==> config.mk <==
export PLATFORM = sky130hd
export DESIGN_NAME = rv32_mem_arbiter
export DESIGN_NICKNAME = d
export VERILOG_FILES = /design/src/rtl/rv32_mem_arbiter.sv
export SDC_FILE = /design/constraint.sdc
export NUM_CORES = 1
export LEC_CHECK = 0
export CAP_MARGIN = 20
export CORE_UTILIZATION = 32
export CTS_BUF_LIST = sky130_fd_sc_hd__clkbuf_2 sky130_fd_sc_hd__clkbuf_4 sky130_fd_sc_hd__clkbuf_8
export DETAILED_ROUTE_END_ITERATION = 8
export GPL_TIMING_DRIVEN = 1
export PLACE_DENSITY = 0.8
export SLEW_MARGIN = 20
export SYNTH_ARGS = -nofsm -noshare
export SYNTH_HDL_FRONTEND = slang
export SYNTH_SLANG_ARGS = --single-unit
export TNS_END_PERCENT = 1
==> constraint.sdc <==
create_clock -name clk -period 1.8 [get_ports clk]
set_input_delay 0.18 -clock clk [delete_from_list [all_inputs] [get_ports clk]]
set_output_delay 0.18 -clock clk [all_outputs]
set_load 0.01 [all_outputs]
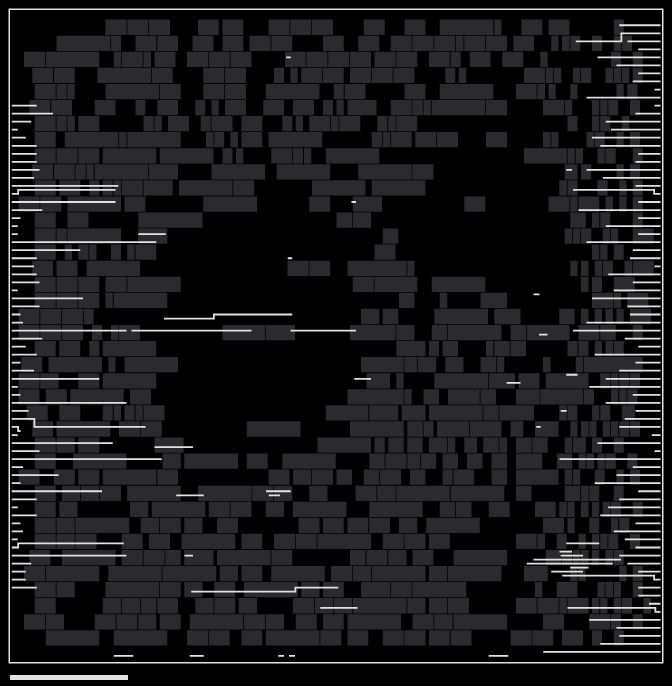
Figure 1: met3 routing.
Bar = 20 um. Cells faint in the background.
The wires run mostly horizontal. The layer carries 1,150 um of wire. The longest straight run is 25.1 um. The layer holds 9.0% of the routed length. 155 nets have wire on it.
routed via count: 3,898
routing usage on met3: 5.53%
Routed WL: 12,700 um

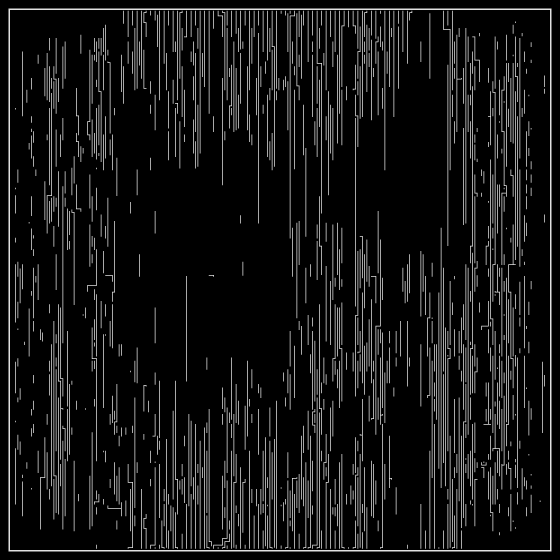
Figure 2: metal 2.
The layer carries 6,890 um of wire. The wires run mostly vertical.
met2 track utilization from global routing: 39.2%

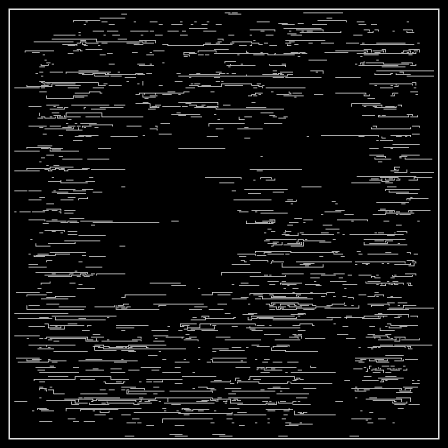
Figure 3: signal wires on met1.
The layer carries 4,230 um of wire. The wires run mostly horizontal. 658 nets have wire on it. The layer holds 33% of the routed length. The longest straight run is 28.1 um.
met1 layer usage reported by global route: 20.2%

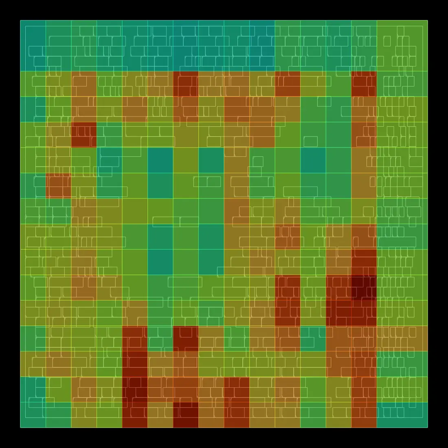
Figure 4: congestion heat map.
final cell utilization of the core: 59.2%
layer with the highest usage after global routing: met2
aggregate global-route resource usage: 20.7%
routed wirelength normalized by instance count: 15.6 um

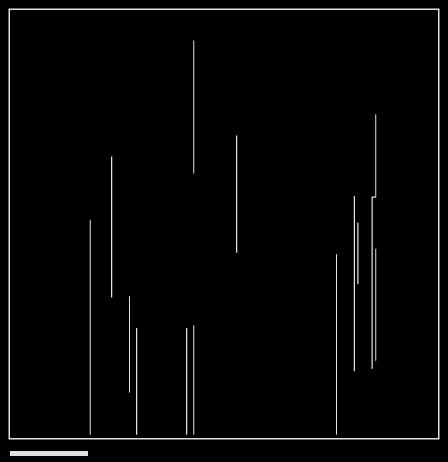
Figure 5: the metal 4 layer.
Bar = 20 um.
The longest straight run is 55.1 um. The layer holds 3.6% of the routed length. The wires run mostly vertical.

==> flow_summary_export.csv <==
group,metric,value,unit
finish,buffers,305,
worst_setup_path,arrival,1.94,ns
worst_hold_path,class_of_the_most_critical_hold_timing_path,"primary input to async pin",
worst_setup_path,timing.critical_path.slowest_cell_delay,0.37,ns
detailed_routing,router_iterations_before_antenna_repair,4,
clocking,htree_levels,3,
finish,layout-drive-gt1-share,20.4,%
clocking,cts.root.buffer_cell,"clkbuf_8",
synthesis,synthesis.area_per_instance,9.81,um^2
detailed_routing,route.detailed.drc,0,
finish,layout.cells.non_filler,816,
synthesis,synth.area.top_cells,"dfrtp_1, a22o_1, mux2i_1",
pwr,peakVddDrop,766,uV
finish,area_growth,79.8,%
detailed_routing,detail_route.wirelength.met1,4230,um
sta,final.min_clock_period,2.12,ns
global_route,grt_pass1_wl,18800,um
outcome,failed_checks,"setup timing",
global_route,grt_max_degree,47,
sta,grt_setup_unrepaired,"yes",
worst_setup_path,timing.critical_path.cells,"ha_2 -> and3_1 -> ha_2 -> o21ba_4 -> nand3b_4 -> buf_4 -> nor2_1 -> buf_2",
run,warning_count,35,
clocking,cts_resized,248,
finish,stdcell_area,6760,um^2
synthesis,yosysWarningCount,0,
detailed_routing,ant_nets,0,
finish,seq-cell-share,28.2,%
worst_setup_path,timing.critical_path.required,1.62,ns
synthesis,synth.lib_cells_used.distinct,35,
finish,n_clock_buffer,13,
detailed_routing,drt_first_iter_violations,207,
synthesis,post-synth-top-area-cell,"dfrtp_1",
worst_setup_path,endpoint_kind,"primary output",
clocking,cts-root-to-sink-buffers,2,
worst_setup_path,r2r.worst_path.cells,7,
floorplanning,tapCellCount,143,
sta,final.setup.worst_slack,-0.316,ns
floorplanning,die-area,12200,um^2
sta,final-setup-viol-count,70,
pwr,design_power_total,9070,uW
worst_setup_path,timing.setup.critical_path_class,"flip-flop to primary output",
finish,dominant-cell-class,"buffers",
sta,setup-tns-final,-19.55,ns
detailed_routing,dr_wl_met2,6890,um
placed_design,place.gp.congestion,0.731,
clocking,clock_sink_count,76,
floorplanning,core-area,11400,um^2
worst_setup_path,timing.critical_path.buf_inv,2,
finish,comb_area_share,24.9,%
synthesis,synthesis.area,3760,um^2
worst_setup_path,critical_path.top_delay_family,"flip-flops",
sta,hold_slack,0.329,ns
finish,final.fill_count,983,
synthesis,postSynthRegisterBits,76,
finish,clkCellAreaFrac,3.06,%
detailed_routing,route.met3.wl,1150,um
synthesis,synth-seq-area-share,50.6,%
finish,num_antenna_cells,0,
finish,nets,812,
synthesis,synthesis.instances,383,
clocking,worst_skew_pair.late_latency,0.35,ns
outcome,run_status,"complete, but fails checks",
synthesis,yosys_area,3760,um^2
detailed_routing,routed_via_count_divided_by_cell_count,4.78,
synthesis,synth-async-reset-ratio,100,%
detailed_routing,highest_layer,"met4",
placed_design,placed_cells,796,
floorplanning,fp-utilization,32.9,%
global_route,globalRoute.totalOverflow,0,
placed_design,port_buffers,270,
finish,n_multi_input_combinational_cell,270,
sta,fin_skew,0.0108,ns
finish,largest_register_ffs,32,
global_route,grt_pass1_vias,3890,
placed_design,dp_slack,-0.400,ns
floorplanning,floorplan.io_pins,277,
placed_design,dp_hpwl,9890,um
clocking,cts.reportedPaths.clkPinSlew,0.08,ns
worst_setup_path,critPathMostFrequentCell,"ha_2",
synthesis,synth_largest_type_area_fraction,50.0,%
sta,maxSlewViolCount,0,
==> logic make-up after synthesis <==
kind of cell / Yosys count / share of synthesized area [%]
flip-flops: 76 / 50.6
adder cells (fa/ha/maj): 5 / 1.67
AND/OR/NAND/NOR: 143 / 15.4
buffers and inverters: 38 / 6.39
AND-OR/OR-AND: 87 / 17.0
other: 1 / 0.0998
multiplexers: 33 / 8.82
==> power by group <==
group	leakage, uW	switching (uW)	internal [uW]
clock	0.000104	610	728
sequential	0.000962	466	2520
combinational	0.00213	2090	2650
total	0.00319	3170	5900
==> placed cells by master (no fill, tap or decap), types with 8 or more instances in the layout <==
cell	n
clkdlybuf4s50_1	201
dfrtp_1	75
nor2_1	65
nand2_1	64
buf_2	64
a22o_1	37
mux2i_1	32
o21ai_0	32
buf_4	27
clkbuf_8	10
buf_12	8
Power is estimated from default activity; no workload was simulated.
